[src/rtl/sandbox_pkg.sv]
// Shared definitions for the two-copy RIDECORE sandbox: datapath widths,
// the committed-instruction packet, and the ROB age comparison that both
// the commit transmitter and the comparator use to fix up the drain tail.
package sandbox_pkg;

    localparam int DATA_LEN = 32;
    localparam int ROB_SEL  = 6;

    typedef struct packed {
        logic                ismem;
        logic [DATA_LEN-1:0] data;
        logic [ROB_SEL-1:0]  tag;
    } commit_pkt_t;

    // True when the recovery point {hi, tagfix} lies beyond the tracked tail
    // in allocation order, i.e. the mispredict does not squash the tail.
    function automatic logic rob_older(input logic               hi,
                                       input logic [ROB_SEL-1:0] tagfix,
                                       input logic [ROB_SEL-1:0] comptr,
                                       input logic [ROB_SEL-1:0] tail);
        return {hi, tagfix} > {(comptr >= tail), tail};
    endfunction

endpackage

[src/rtl/commit_fifo2.sv]
// Circular FIFO with two write ports (written in port order) and one read
// port. The head entry is presented straight from storage; nothing written
// this cycle is visible before the next cycle. Writes that do not fit after
// the same-cycle pop are dropped and flagged.
module commit_fifo2 #(
    parameter  int W     = 39,
    parameter  int DEPTH = 4,
    localparam int LW    = $clog2(DEPTH + 1),
    localparam int PW    = $clog2(DEPTH)
) (
    input  logic          clk,
    input  logic          rst,
    input  logic          wr0_en,
    input  logic [W-1:0]  wr0_data,
    input  logic          wr1_en,
    input  logic [W-1:0]  wr1_data,
    input  logic          rd_ready,
    output logic          rd_valid,
    output logic [W-1:0]  rd_data,
    output logic [LW-1:0] level,
    output logic [LW-1:0] level_next,
    output logic          overflow
);

    logic [W-1:0]  mem [DEPTH];
    logic [PW-1:0] wp;
    logic [PW-1:0] rp;
    logic [LW-1:0] level_q;
    logic          pop;
    logic [W-1:0]  first_data;
    int            n_req;
    int            n_free;
    int            n_acc;

    // Work out how many of the offered writes fit and the resulting occupancy.
    always_comb begin
        pop        = (level_q != '0) & rd_ready;
        n_req      = int'(wr0_en) + int'(wr1_en);
        n_free     = DEPTH - int'(level_q) + int'(pop);
        n_acc      = (n_req > n_free) ? n_free : n_req;
        overflow   = (n_req > n_free);
        first_data = wr0_en ? wr0_data : wr1_data;
        level_next = LW'(int'(level_q) + n_acc - int'(pop));
    end

    // Storage and pointer update; pointers wrap naturally since DEPTH is a power of two.
    always_ff @(posedge clk or posedge rst) begin
        if (rst) begin
            for (int i = 0; i < DEPTH; i++) mem[i] <= '0;
            wp      <= '0;
            rp      <= '0;
            level_q <= '0;
        end else begin
            if (n_acc >= 1) mem[wp] <= first_data;
            if (n_acc == 2) mem[wp + PW'(1)] <= wr1_data;
            wp      <= wp + PW'(n_acc);
            rp      <= rp + PW'(pop);
            level_q <= level_next;
        end
    end

    assign rd_valid = (level_q != '0);
    assign rd_data  = mem[rp];
    assign level    = level_q;

endmodule

[src/rtl/commit_trace_tx.sv]
// Per-copy commit-stream transmitter. Serialises up to two ROB commits per
// cycle into a one-per-cycle valid/ready stream, requests a clock gate when
// the FIFO is nearly full or the copy has drained, and after a deviation
// tracks the last in-flight instruction so it can report the drain point.
module commit_trace_tx #(
    parameter  int DATA_LEN = sandbox_pkg::DATA_LEN,
    parameter  int ROB_SEL  = sandbox_pkg::ROB_SEL,
    parameter  int DEPTH    = 4,
    localparam int LW       = $clog2(DEPTH + 1)
) (
    input  logic                clk,
    input  logic                rst,
    input  logic                prmiss,
    input  logic                com1_valid,
    input  logic                com2_valid,
    input  logic [ROB_SEL-1:0]  com1_ptr,
    input  logic [ROB_SEL-1:0]  com2_ptr,
    input  logic                com1_ismem,
    input  logic                com2_ismem,
    input  logic [DATA_LEN-1:0] com1_ld_data,
    input  logic [DATA_LEN-1:0] com2_ld_data,
    input  logic [ROB_SEL-1:0]  rrfptr,
    input  logic [ROB_SEL-1:0]  rrftagfix,
    input  logic                rrf_hi,
    input  logic [ROB_SEL-1:0]  rrf_comptr,
    input  logic                freeze,
    output logic                tx_valid,
    input  logic                tx_ready,
    output logic                tx_ismem,
    output logic [DATA_LEN-1:0] tx_data,
    output logic [ROB_SEL-1:0]  tx_tag,
    output logic                stall_req,
    output logic                drained,
    output logic                err,
    output logic [LW-1:0]       level
);

    import sandbox_pkg::*;

    localparam int W = 1 + DATA_LEN + ROB_SEL;

    logic               armed_q;
    logic [ROB_SEL-1:0] tail_q;
    logic               drained_q;
    logic               stall_q;
    logic               err_q;

    logic               capture;
    logic [ROB_SEL-1:0] tail_eff;
    logic               acc1;
    logic               acc2;
    logic               hit1;
    logic               hit2;
    logic               bad_pair;
    logic               stall_viol;
    logic               push1;
    logic               push2;
    logic               drained_next;
    logic               stall_next;

    logic [LW-1:0]      level_next;
    logic               fifo_overflow;
    logic [W-1:0]       head;

    // Commit acceptance, tail match and push selection for this cycle.
    always_comb begin
        capture      = freeze & ~armed_q;
        tail_eff     = capture ? (rrfptr - ROB_SEL'(1)) : tail_q;
        bad_pair     = com2_valid & ~com1_valid;
        acc1         = com1_valid & ~prmiss & ~drained_q;
        acc2         = com2_valid & com1_valid & ~prmiss & ~drained_q;
        hit1         = (armed_q | capture) & acc1 & (com1_ptr == tail_eff);
        hit2         = (armed_q | capture) & acc2 & (com2_ptr == tail_eff);
        drained_next = drained_q | hit1 | hit2;
        // The copy's clock is gated while stalled, so anything committed then is lost.
        stall_viol   = stall_q & (acc1 | acc2);
        push1        = acc1 & ~stall_q;
        // Slot 2 is younger than slot 1: once slot 1 is the tail, nothing follows it.
        push2        = acc2 & ~stall_q & ~hit1;
        stall_next   = (int'(level_next) > DEPTH - 2) | drained_next;
    end

    commit_fifo2 #(
        .W     (W),
        .DEPTH (DEPTH)
    ) u_fifo (
        .clk        (clk),
        .rst        (rst),
        .wr0_en     (push1),
        .wr0_data   ({com1_ismem, com1_ld_data, com1_ptr}),
        .wr1_en     (push2),
        .wr1_data   ({com2_ismem, com2_ld_data, com2_ptr}),
        .rd_ready   (tx_ready),
        .rd_valid   (tx_valid),
        .rd_data    (head),
        .level      (level),
        .level_next (level_next),
        .overflow   (fifo_overflow)
    );

    // Tail capture/fixup plus the sticky drain, stall and error flags.
    always_ff @(posedge clk or posedge rst) begin
        if (rst) begin
            armed_q   <= 1'b0;
            tail_q    <= '0;
            drained_q <= 1'b0;
            stall_q   <= 1'b0;
            err_q     <= 1'b0;
        end else begin
            if (capture) begin
                armed_q <= 1'b1;
                tail_q  <= tail_eff;
            end else if (armed_q & prmiss) begin
                tail_q <= rob_older(rrf_hi, rrftagfix, rrf_comptr, tail_q)
                          ? tail_q : (rrftagfix - ROB_SEL'(1));
            end
            drained_q <= drained_next;
            stall_q   <= stall_next;
            err_q     <= err_q | bad_pair | stall_viol | fifo_overflow;
        end
    end

    assign {tx_ismem, tx_data, tx_tag} = head;
    assign stall_req = stall_q;
    assign drained   = drained_q;
    assign err       = err_q;

endmodule

[config.mk]
export PLATFORM = sky130hd
export DESIGN_NAME = commit_trace_tx
export DESIGN_NICKNAME = d
export VERILOG_FILES = /design/src/rtl/sandbox_pkg.sv /design/src/rtl/commit_fifo2.sv /design/src/rtl/commit_trace_tx.sv
export SDC_FILE = /design/constraint.sdc
export NUM_CORES = 1
export LEC_CHECK = 0
export ABC_CLOCK_PERIOD_IN_PS = 6700
export CORE_MARGIN = 2
export CORE_UTILIZATION = 55
export DETAILED_ROUTE_END_ITERATION = 10
export PLACE_DENSITY = 0.85
export SLEW_MARGIN = 25
export SYNTH_ARGS = -nofsm -noshare
export SYNTH_HDL_FRONTEND = slang
export SYNTH_SLANG_ARGS = --single-unit
[constraint.sdc]
create_clock -name clk -period 6.7 [get_ports clk]
set_clock_uncertainty 0.05 [all_clocks]
set_input_delay 1.34 -clock clk [delete_from_list [all_inputs] [get_ports clk]]
set_output_delay 1.34 -clock clk [all_outputs]
set_load 0.05 [all_outputs]
==> run notes <==
Physical implementation

The run finished with clean final reports. The layout filler cell count is 1,218. Internal power comes to 0.003369 W. In the post-route report, total wirelength is listed as 28,270 µm. Entering global routing, the biggest net connects 106 pins.

No sink is reached through more buffers than the 2 on the longest clock path. The die outline height is 137.3 µm. Of the total synthesized cell area, the portion taken by AND, OR, NAND and NOR gates is 0.08412. STA classifies the critical path startpoint as an input pin. The completed layout was analyzed and its total power is 0.005820 W. Counting flops with an async set or reset pin after synthesis yields a share of 1.000. The hold violation total from the final report is 0. At floorplan, the net count of the design was reported as 1,086.

The leakage dissipation is 5.589 nW. The number of global-route vias before repair was 8,676. The via-per-instance ratio is 6.315. Of the total power, the clock network draws 0.165. The transition time recorded at the tightest slew-check pin is 768.5 ps.

The core region is 17,360 µm². The first global-routing pass estimated 44,890 µm of wire. The net total in the final layout is 1,225. The critical path endpoint category is a flop. According to the timing report, the arrival time at the worst endpoint equals 6520 ps.

Among logic cells in the layout, the one with the most instances is inv_1. The insertion delay to the later sink of the worst-skew pair is 420 ps. In the final layout, the share of cells above drive strength 1 is 0.1455.

The launching point of the worst reg2reg path is armed_q. The detail route stage leaves a number of antenna-violating nets equal to 0. The power report attributes to the sequential group a share of 0.313. 0 antenna diodes ended up in the layout. Counting flops with a built-in enable in the synthesized netlist gives 0.

The starting density of the core is 0.5630. Synthesis handed over a netlist of 948 instances. In this run the full chip footprint comes out at 18,850 µm².

The shortest clock period the worst path allows after layout is 6264 ps. During placement, the flow inserted port buffers numbering 149. The DRC violation count after routing is 0.

The number of maximum-capacitance violations recorded for the run is 0. On the final layout, the worst hold slack is 475.3 ps. The largest combinational cell category by area is AND-OR/OR-AND gates.

The startpoint of the worst setup timing path is rrfptr[0].
-- cell usage after synthesis, drive strengths merged, types with 4 or more instances --
| master | number | area, µm² |
|---|---|---|
| nor2b | 7 | 43.79 |
| nand4 | 4 | 31.28 |
| mux2 | 4 | 45.04 |
| ha | 33 | 412.9 |
| nand2 | 55 | 211.5 |
| a222oi | 39 | 390.4 |
| xnor2 | 20 | 175.2 |
| a21o | 4 | 30.03 |
| o221a | 39 | 439.2 |
| nand3 | 4 | 20.02 |
| xor2 | 8 | 70.07 |
| clkbuf | 23 | 86.33 |
| inv | 219 | 822.0 |
| buf | 37 | 193.9 |
| o21ai | 5 | 28.78 |
| mux4 | 39 | 878.3 |
| nor2 | 94 | 360.3 |
| a221oi | 79 | 691.9 |
| dfrtp | 173 | 4329 |
| mux2i | 8 | 80.08 |
| or3 | 4 | 30.03 |
| a21oi | 8 | 43.79 |
-- worst paths after layout --
kind	end	slack (ps)	cells after the start
min in group asynchronous	u_fifo.mem[85]	1400	2
worst max register to register	stall_req	1610	21
worst min register to register	u_fifo.mem[41]	480	2
worst max-delay path	stall_req	440	24
worst min-delay path	u_fifo.mem[41]	480	2
max in group asynchronous	u_fifo.rp[1]	4220	3
-- area by class of cell --
cell class,instances,area [µm²],share of cell area
Clock buffer,20,456.7,0.03734
Clock inverter,12,110.1,0.009004
Inverter,219,829.5,0.06783
Multi-Input combinational cell,496,4454,0.3642
Sequential cell,173,4332,0.3542
Tap cell,225,281.5,0.02302
Timing Repair Buffer,180,1765,0.1444
-- through the flow --
step | cell area (µm²) | TNS, ps | setup WS, ps
floorplan | 9772 | 0 | 621.5
global placement | 11620 | 0 | 113.0
detailed placement | 11630 | -69.53 | -69.53
CTS | 12200 | 0 | 312.3
global route | 12230 | 0 | 27.70
finish | 12230 | 0 | 435.9
-- state kept, by name (all words and copies together) (netlist names) --
register and flops:
u_fifo.wp 2, armed_q 1, u_fifo.rp 2, u_fifo.mem 156
stall_req 1, tail_q 6, err 1, drained 1
u_fifo.level 3
-- worst max-delay path, stage by stage --
cell and delay, ps:
clkdlybuf4s50_1 470, buf_4 120, inv_1 60, ha_1 320, mux2_2 310, xnor2_1 130
nor4_1 280, nand4_1 150, nor3b_1 170, ha_1 310, inv_1 70, ha_1 290
a211oi_1 260, nand4_2 180, nor2_4 200, nor2_1 100, mux2i_2 250, ha_1 300
fa_1 440, xnor2_1 180, xnor2_1 150, xnor2_1 100, a211oi_1 230, nand3_1 100
-- power by group through the flow --
stage | sequential, W | combinational, W | clock, W
6_report | 0.00182 | 0.00304 | 0.000962
5_1_grt | 0.00187 | 0.00325 | 0.00101
4_1_cts | 0.00181 | 0.00303 | 0.000971
3_5_place_dp | 0.00181 | 0.00300 | 0
3_3_place_gp | 0.00179 | 0.00292 | 0
2_1_floorplan | 0.00172 | 0.00218 | 0
-- per-layer routing --
layer / vias to the layer above / GRT usage / routed length [µm]
met5: - / 0 / 0
li1: 3655 / - / -
met4: 0 / 0.1145 / 530
met2: 553 / 0.5075 / 13920
met1: 4105 / 0.4093 / 11000
met3: 55 / 0.06181 / 2808
-- what timing repair did --
item / in CTS / in global routing
setup endpoints to repair: 0 / 1
setup buffers: 0 / 1
resized: 0 / 4
Figure 1. Cells by drive strength.
Scale bar: 50 µm.
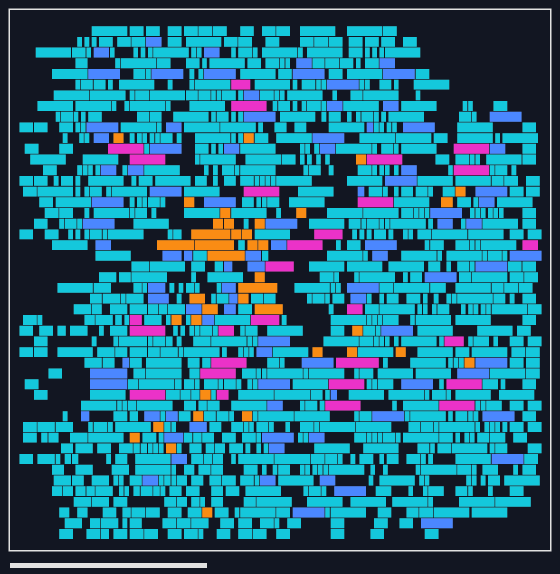
[magenta] drive 6 and up | cells: 28 | share: 2.5%
[orange] drive 3 to 4 | cells: 39 | share: 3.5%
[cyan] drive 1 or less | cells: 940 | share: 85%
[blue] drive 2 | cells: 93 | share: 8.5%
minimum setup slack in the final design: 435.9 ps
area delta synth->final: 25.15%
final design area excluding fillers: 12,230 µm²

Figure 2. Register map, names as in the netlist.
Scale bar: 50 µm. Other sequential cells in the stronger gray, the rest of the logic in the fainter gray.
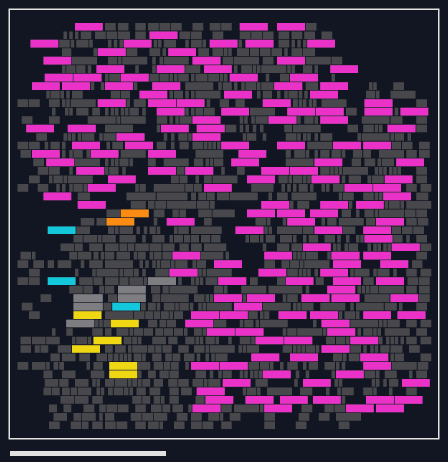
[yellow] tail_q | flops: 6 | where: bottom left
[cyan] u_fifo.level | flops: 3
[orange] u_fifo.wp | flops: 2
[magenta] u_fifo.mem | flops: 156 | where: all over the die
Seq area share: 0.3542
Final Util: 0.7046
area taken by flip-flops and latches: 4332 µm²

Power and IR drop assume default switching activity.
